[src/rtl/token_stream_rom.sv]
// token_stream_rom: loadable token memory streamed out over a valid/ready port.
// A stream begins at start_addr and ends on the terminator token (TERM) or on
// the last entry. Ending on the last entry without a terminator raises err.
// Optional build macro TOKEN_ROM_PRELOAD_EN: reset also loads a fixed
// seven-token program into entries 0..6.
module token_stream_rom #(
    parameter int WIDTH  = 8,
    parameter int DEPTH  = 100,
    parameter int ADDR_W = 7,
    parameter int TERM   = 10
) (
    input  logic              clk,
    input  logic              rst,
    input  logic              wr_en,
    input  logic [ADDR_W-1:0] wr_addr,
    input  logic [WIDTH-1:0]  wr_data,
    input  logic              start,
    input  logic [ADDR_W-1:0] start_addr,
    output logic              tok_valid,
    input  logic              tok_ready,
    output logic [WIDTH-1:0]  tok_data,
    output logic              tok_last,
    output logic              busy,
    output logic              err
);

    localparam logic [ADDR_W:0]   DEPTH_C  = (ADDR_W+1)'(DEPTH);
    localparam logic [ADDR_W-1:0] LAST_PTR = ADDR_W'(DEPTH - 1);
    localparam logic [WIDTH-1:0]  TERM_C   = WIDTH'(TERM);

    typedef enum logic [1:0] {
        IDLE    = 2'd0,
        FETCH   = 2'd1,
        PRESENT = 2'd2,
        DONE    = 2'd3
    } state_t;

    state_t            state_q, state_d;
    logic [ADDR_W-1:0] ptr_q, ptr_d;
    logic [WIDTH-1:0]  tok_data_q, tok_data_d;
    logic              err_q, err_d;
    logic              err_pulse_q, err_pulse_d;

    logic [WIDTH-1:0]  mem [DEPTH];

    logic start_ok;
    logic start_bad;
    logic last_cond;
    logic xfer;
    logic mem_we;

    // Decoded conditions shared by the next-state and datapath logic
    always_comb begin
        start_ok  = start && ({1'b0, start_addr} < DEPTH_C);
        start_bad = start && ({1'b0, start_addr} >= DEPTH_C);
        last_cond = (tok_data_q == TERM_C) || (ptr_q == LAST_PTR);
        xfer      = (state_q == PRESENT) && tok_ready;
        // Loads only between streams so a running stream sees frozen contents
        mem_we    = rst && wr_en && ({1'b0, wr_addr} < DEPTH_C)
                    && ((state_q == IDLE) || (state_q == DONE));
    end

    // State and datapath registers, synchronous active-low reset
    always_ff @(posedge clk) begin
        if (!rst) begin
            state_q     <= IDLE;
            ptr_q       <= '0;
            tok_data_q  <= '0;
            err_q       <= 1'b0;
            err_pulse_q <= 1'b0;
        end else begin
            state_q     <= state_d;
            ptr_q       <= ptr_d;
            tok_data_q  <= tok_data_d;
            err_q       <= err_d;
            err_pulse_q <= err_pulse_d;
        end
    end

    // Next-state logic
    always_comb begin
        state_d = state_q;
        case (state_q)
            IDLE:    if (start_ok) state_d = FETCH;
            FETCH:   state_d = PRESENT;
            PRESENT: if (xfer) state_d = last_cond ? DONE : FETCH;
            DONE:    state_d = IDLE;
            default: state_d = IDLE;
        endcase
    end

    // Pointer, registered memory read and error tracking
    always_comb begin
        ptr_d       = ptr_q;
        tok_data_d  = tok_data_q;
        err_d       = err_q;
        err_pulse_d = 1'b0;
        case (state_q)
            IDLE: begin
                if (start) begin
                    // Any start clears a stale error; a bad address raises a one-cycle pulse
                    err_d       = start_bad;
                    err_pulse_d = start_bad;
                    if (start_ok) ptr_d = start_addr;
                end else if (err_pulse_q) begin
                    err_d = 1'b0;
                end
            end
            FETCH: begin
                tok_data_d = mem[ptr_q];
            end
            PRESENT: begin
                if (xfer) begin
                    if (last_cond) err_d = (tok_data_q != TERM_C);
                    else           ptr_d = ptr_q + ADDR_W'(1);
                end
            end
            default: ;
        endcase
    end

    // Outputs decoded from the current state
    always_comb begin
        tok_valid = (state_q == PRESENT);
        tok_last  = (state_q == PRESENT) && last_cond;
        tok_data  = tok_data_q;
        busy      = (state_q == FETCH) || (state_q == PRESENT);
        err       = err_q;
    end

    // Token storage; reset never clears it apart from the optional preload
    always_ff @(posedge clk) begin
`ifdef TOKEN_ROM_PRELOAD_EN
        if (!rst) begin
            mem[0] <= WIDTH'(2);
            mem[1] <= WIDTH'(0);
            mem[2] <= WIDTH'(23);
            mem[3] <= WIDTH'(2);
            mem[4] <= WIDTH'(20);
            mem[5] <= WIDTH'(2);
            mem[6] <= TERM_C;
        end else if (mem_we) begin
            mem[wr_addr] <= wr_data;
        end
`else
        if (mem_we) begin
            mem[wr_addr] <= wr_data;
        end
`endif
    end

endmodule

[config.mk]
export PLATFORM = sky130hd
export DESIGN_NAME = token_stream_rom
export DESIGN_NICKNAME = d
export VERILOG_FILES = /design/src/rtl/token_stream_rom.sv
export SDC_FILE = /design/constraint.sdc
export NUM_CORES = 1
export LEC_CHECK = 0
export ABC_AREA = 1
export CAP_MARGIN = 20
export CORE_MARGIN = 2
export CORE_UTILIZATION = 30
export CTS_CLUSTER_SIZE = 25
export DETAILED_ROUTE_END_ITERATION = 10
export SYNTH_ARGS = -nofsm -noshare
export SYNTH_HDL_FRONTEND = slang
export SYNTH_SLANG_ARGS = --single-unit
[constraint.sdc]
create_clock -name clk -period 7.8 [get_ports clk]
set_clock_uncertainty 0.1 [all_clocks]
set_input_delay 2.34 -clock clk [delete_from_list [all_inputs] [get_ports clk]]
set_output_delay 2.34 -clock clk [all_outputs]
set_load 0.03 [all_outputs]
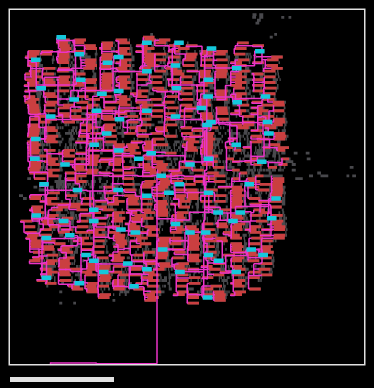
run_1/clock_wires.png
The bar under the picture is 100 um long.
magenta -> clock wires  # length 9150 um
red -> flip-flops  # count 819
cyan -> clock-net drivers  # count 85
routed clock nets = 86
portion of total power attributed to the clock network: 31.2%
clock network latency to the later pin of the worst-skew pair: 0.64 ns

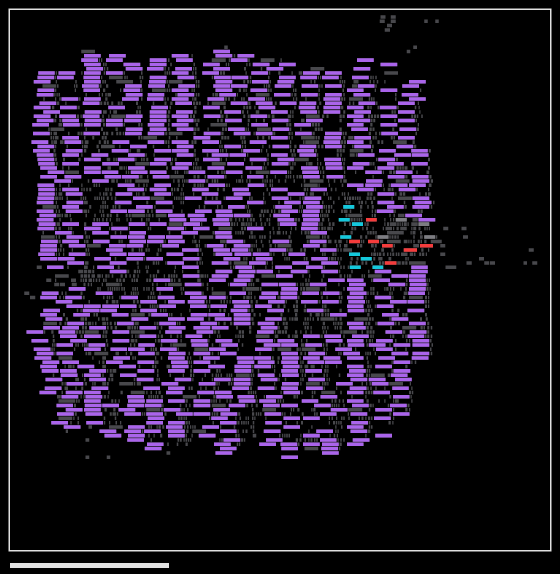
run_1/ff_map.png
The bar under the picture is 100 um long.
red -> ptr_q  # sequential cells 7
cyan -> tok_data  # sequential cells 8
purple -> mem  # sequential cells 800
area of all sequential standard cells: 24400 um^2
final design utilization: 34.0%
flop share of the area: 64.0%
Power Sequential: 0.00496 W

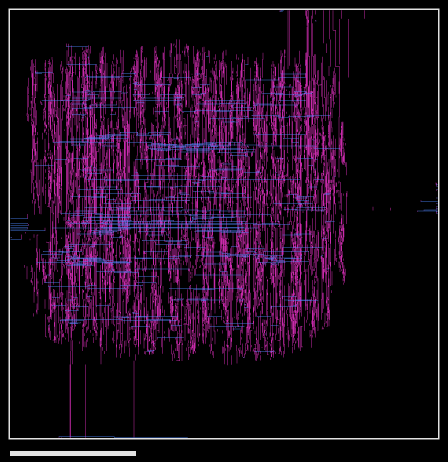
run_1/layers.png
The bar under the picture is 100 um long. Two of the layers only.
blue -> M3  # wire length 7000 um
magenta -> M2  # wire length 44.1 mm
final routed wire length divided by cell count: 20.3 um
via count: 22062
sum of routed wire length over all layers: 92100 um
GRT Total Usage: 15.5%

==> run notes, run 1 <==
Implementation results. Post-layout period usage of the worst path landed at 72.3%. edfxtp_1 is the most common cell in the netlist. Number of enable flip-flop cells landed at 800.

In the final design database the tool counted 3014 nets. TritonCTS built the clock tree. The die covers 116000 um^2. Area of the placeable core landed at 112000 um^2. Endpoints failing hold in the final report were tallied at 0. In this run the worst hold path is classified as flip-flop to flip-flop. Post-synthesis register bit count landed at 819. Setup repair after global routing left no endpoint under its margin. After synthesis, the most frequently instantiated cells are 800 x edfxtp_1, 738 x nor2_1, 469 x nand2_1. Between the synthesized netlist and the finished layout, the area growth was recorded as 12.5%. Reg-to-reg setup timing slack landed at 3.61 ns. STA classifies the critical path endpoint as a flip-flop. After synthesis, the netlist uses 32 different library cells. For reference, the most critical setup path is categorized as input port to flip-flop.

Routability-driven placement finished with a final weighted congestion of ~0.85. On the critical path, the stage with the largest delay is an instance of nor2_1. The cell that appears most often on the critical path is nor2_1.

Cts-stage hold buffer count landed at 0. The detailed router finished its first iteration with 2533 violations. The placement report lists the number of port buffers as 38.

Tally of yosys warning messages landed at 0. Of the post-synthesis cell area, the dominant cell type holds 70.8%. After global routing the overflow that remains totals 0. Die outline width landed at 340 um. Maximum clock frequency landed at 177 MHz. The most used flip-flop cell after synthesis is edfxtp_1. Total DRC errors in the routed layout landed at 0.

The first detailed-routing pass ran for 8 iterations. Share of the yosys chip area belonging to registers landed at a little under three quarters. Yosys stat counts 2989 cells in the synthesized netlist.

The mapped netlist covers 33900 um^2. For this design, the sink count on the clock tree is between 800 and 900. Placed wire-length estimate after detailed placement landed at 53100 um. Looking at the post-CTS report, the setup buffer insertion count equals 0.

Leakage power figure landed at 13.0 nW. Vertical die dimension landed at 340 um. Cell row count landed at around 120. Worst-case clock buffer depth landed at 3. Clock-pin transition on the worst setup and hold timing paths landed at 0.06 ns. Sum of negative setup slack landed at 0 ns. The run finished with clean final reports.

For reference, the final report shows the max-slew violation count at 0. Via density per instance landed at 4.85. In this design, the largest share of critical-path delay is due to simple AND/OR/NAND/NOR gates. Sorting the synthesized cells by area gives the leading types as edfxtp_1 71%, nor2_1 8.2%, nand2_1 5.2%.

For the pin with the worst max-slew slack, the measured transition is 1.13 ns. Net count after synthesis landed at 3021. The initial antenna violation count was 0.
## run 1: final cells by class
| class | instances | area share [%] |
|---|---|---|
| multi-input cells | 1886 | 21.4 |
| inverters | 113 | 1.14 |
| repair buffers | 77 | 1.81 |
| well taps | 1500 | 4.92 |
| flip-flops and latches | 819 | 64.0 |
| clock inverters | 42 | 0.875 |
| clock buffers | 109 | 5.92 |
## run 1: sequential cells by signal, summed over array words and instances (netlist names)
register	flops
mem	800
tok_data	8
ptr_q	7
state_q	2
err	1
err_pulse_q	1
## run 1: worst reg2reg max path, delay by kind of cell (launching register included)
family | cells | cell delay (ns)
AND/OR/NAND/NOR | 7 | 1.22
AND-OR/OR-AND | 3 | 0.40
flip-flops | 1 | 0.76
buffers and inverters | 2 | 1.63
## run 1: metal layers
layer  wire length (um)  global-route usage (%)  up-vias  share of wire (%)
met5                  0                       0        -                  0
met3               7000                    3.06      160                7.6
met2              44100                    26.0      819                 48
met4               2690                    5.43        0                2.9
li1                   -                       -    10336                  -
met1              38300                    20.1    10747                 42
## run 1: final timing paths
check,start,to,cells after the start
worst max-delay path,rst,mem[81][3]$_DFFE_PP_,8
worst min-delay path,err$_SDFFE_PN0P_,err$_SDFFE_PN0P_,2
worst max register to register,ptr_q[0]$_SDFFE_PN0P_,tok_data[5]$_SDFFE_PN0N_,12
worst min register to register,err$_SDFFE_PN0P_,err$_SDFFE_PN0P_,2
## run 1: report_power, final
part	internal (W)	total (W)	switching, W
clock network	0.00220	0.00383	0.00163
logic	0.000920	0.00348	0.00256
registers	0.00487	0.00496	0.0000817
## run 1: stage by stage
| step | std cells | worst slack (ns) | hold slack, ns | power (W) | cell area, um^2 |
|---|---|---|---|---|---|
| CTS | 4545 | 2.27 | 0.459 | 0.0123 | 38200 |
| global placement | 4394 | 1.71 | 0.434 | 0.00846 | 35600 |
| detailed placement | 4394 | 1.62 | 0.446 | 0.00848 | 35600 |
| floorplan | 2989 | 3.62 | 0.444 | 0.00738 | 33900 |
| global route | 4546 | 2.09 | 0.476 | 0.0129 | 38200 |
| finish | 4546 | 2.16 | 0.456 | 0.0123 | 38200 |
## run 1: logic make-up after synthesis
kind of cell | count (synthesis) | synth area share [%]
DFF | 819 | 71.9
AOI/OAI and AO/OA | 493 | 7.72
and+or+nand+nor | 1387 | 16.1
adders and majority gates | 5 | 0.184
buffers and inverters | 284 | 4.04
xor gates and xnor gates | 1 | 0.0258
==> run 1 -> run 2 <==
==> constraint.sdc (replaced) <==
create_clock -name clk -period 5.06 [get_ports clk]
set_clock_uncertainty 0.1 [all_clocks]
set_input_delay 1.518 -clock clk [delete_from_list [all_inputs] [get_ports clk]]
set_output_delay 1.518 -clock clk [all_outputs]
set_load 0.03 [all_outputs]
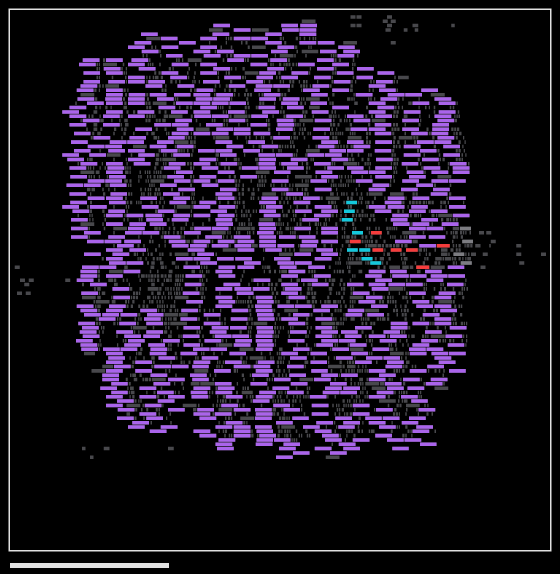
run_2/ff_map.png
The bar under the picture is 100 um long.
purple -> mem  # sequential cells 800
cyan -> tok_data  # sequential cells 8
red -> ptr_q  # sequential cells 7
not coloured = 4

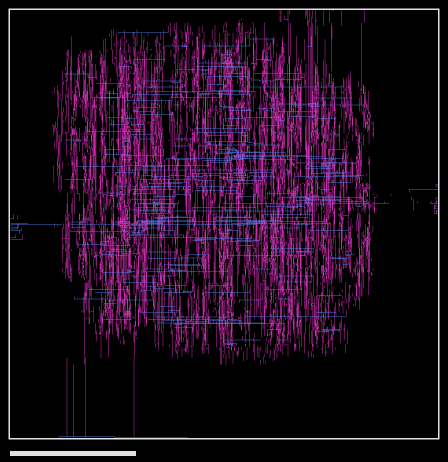
run_2/layers.png
The bar under the picture is 100 um long. Two of the layers only.
magenta -> M2  # wire length 44.6 mm
blue -> M3  # wire length 7480 um
via count: 22334
sum of routed wire length over all layers: 94400 um
final routed wire length divided by cell count: 20.7 um
GRT Total Usage: 15.9%

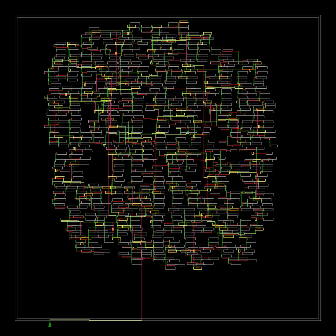
run_2/clock_nets.png
sinks on the clock net: 819
count of clock buffers in the final design: 101
power dissipated in the clock network: 0.00602 W
clock network latency to the later pin of the worst-skew pair: 0.66 ns
Flops: 819

==> run 2 against run 1 <==
- flip-flop count did not move
- core utilization is 0.20 points higher
- non-clock buffer count grew 15
- clock power is 57% higher
- first-iteration DRC count shrank 10%
- die area unchanged
- combinational power up 54%
- hold slack worse by 0.019 ns
- power is 55% higher
- clock-buffer cell count down 8
- sequential share of layout area is 0.38 points lower
- area after synthesis unchanged
- critical path type is now flip-flop to output pin
- critical endpoint is now tok_last
- largest cell class unchanged
- largest power group unchanged
==> run notes, run 2 <==
Implementation results. In this run the worst setup path begins at ptr_q[1]$_SDFFE_PN0P_. Tally of buffers added on design ports landed at 38. Total number of nets in the final design landed at 3030. Length in cells of the worst reg-to-reg path landed at 10. Hold-check failures listed in the final report amount to 0. In this run the horizontal extent of the chip is 340 um. After synthesis, the cell types taking the most area are edfxtp_1 71%, nor2_1 8.2%, nand2_1 5.2%. Per STA, the endpoint of the critical path is tok_last.

Area of the placeable core landed at ~110000 um^2. Number of flip-flops in the largest register landed at 800. Transition at the pin with the smallest max-transition slack landed at 1.08 ns. Number of cells traversed by the worst hold path landed at 2.

Per the post-CTS timing run, clock transition at the registers of the reported paths is 0.06 ns. Number of detailed-routing iterations run before antenna repair landed at 6. Note, the detailed placer reported a final HPWL of 55900 um.

Initial antenna violation count landed at 2. Sum of negative setup slack landed at 0 ns. The critical path is of the flip-flop to output pin type. The die is 340 um tall.

Setup repair after global routing left no endpoint under its margin. By count the netlist is led by 800 x edfxtp_1, 738 x nor2_1, 469 x nand2_1. Tally of yosys warning messages landed at 0.

The synthesized netlist was found by Yosys to have 2989 cells. Cell row count landed at 123. Timing would allow up to approximately 220 MHz. Number of distinct library cell variants in the gate-level netlist after synthesis landed at 32. Overflow left after global routing landed at 0.

Detailed-route iteration 0 reported a violation count of roughly 2300. Smallest setup slack after layout landed at 0.463 ns. Post-placement cell area landed at 35700 um^2.

Between the synthesized netlist and the finished layout, the area growth was recorded as 13.2%. The flow ran to the end, and the final reports show no timing, DRC or antenna violations. Sorting the synthesis cell report by count puts at the top edfxtp_1. Looking at the reg2reg group, the worst path ends at tok_data[5]$_SDFFE_PN0N_.

Post-CTS setup-driven buffer insertion count landed at 0. The startpoint identified for the worst register-to-register timing path is ptr_q[1]$_SDFFE_PN0P_. The final max-slew violation count recorded for this run is 0.

The post-synth register bit count is between 800 and 900. Counting flops per register, the top entry is mem. STA classifies the critical path endpoint as an output pin.

The number of hold buffers added after CTS was 0. Reg-to-reg setup timing slack landed at 1.39 ns. TritonCTS built the clock tree. In this run the full chip footprint comes out at 116000 um^2. After synthesis, flip-flops and latches occupy 71.9% of the total area. Cells fill about a third of the core in the end. Minimum setup slack after placement landed at 0.435 ns. Via density per instance landed at just under 5. Registers take 24400 um^2.

Cell area after layout landed at ~38000 um^2. Leakage power figure landed at 13.2 nW. Per the gpl log, the routability congestion estimate is 0.877.
[run 2: worst max-delay path: stages, from the launching register on]
cell and delay [ns]:
dfxtp_4 0.73, ha_1 0.28, inv_1 0.07, nor2_1 0.12, nand3_1 0.11, nand2_1 0.14
nand2_1 0.09, inv_1 0.08, clkdlybuf4s50_1 0.69
[run 2: worst min-delay path by stage]
stage / slack, ns / start / endpoint
global route: 0.50 / state_q[0]$_SDFFE_PN0P_ / state_q[0]$_SDFFE_PN0P_
global placement: 0.43 / err$_SDFFE_PN0P_ / err$_SDFFE_PN0P_
floorplan: 0.44 / state_q[0]$_SDFFE_PN0P_ / state_q[0]$_SDFFE_PN0P_
detailed placement: 0.43 / err$_SDFFE_PN0P_ / err$_SDFFE_PN0P_
finish: 0.44 / err$_SDFFE_PN0P_ / err$_SDFFE_PN0P_
CTS: 0.44 / err$_SDFFE_PN0P_ / err$_SDFFE_PN0P_
[run 2: logic make-up after synthesis]
| kind of cell | synth area share [%] |
|---|---|
| flops | 71.9 |
| xor+xnor | 0.0258 |
| simple gates | 16.1 |
| compound gates | 7.72 |
| fa+ha+maj | 0.184 |
| buf+inv | 4.04 |
[run 2: report_power, final]
part	total (W)	switching (W)	internal (W)
registers	0.00767	0.000160	0.00751
logic	0.00535	0.00391	0.00144
clock network	0.00602	0.00263	0.00339
[run 2: through the flow]
step	hold WS, ns	std cells	total power (W)
final	0.437	4568	0.0190
after global routing	0.497	4568	0.0199
after CTS	0.439	4568	0.0191
after detailed placement	0.426	4410	0.0131
after global placement	0.426	4410	0.0131
after floorplan	0.444	2989	0.0114
[run 2: layer usage]
layer | vias to the layer above | global-route usage (%) | wire length [um]
li1 | 10366 | - | -
met5 | - | 0 | 7
met1 | 10958 | 21.0 | 39700
met3 | 142 | 3.22 | 7480
met2 | 866 | 25.9 | 44600
met4 | 2 | 5.58 | 2620
[run 2: cell type report]
| cell class | count | area share [%] |
|---|---|---|
| multi-input combinational | 1886 | 21.2 |
| sequential | 819 | 63.6 |
| inverter | 113 | 1.14 |
| clock inverter | 57 | 1.20 |
| timing repair buffer | 92 | 2.22 |
| tap | 1500 | 4.89 |
| clock buffer | 101 | 5.75 |
Power and IR drop assume default switching activity.
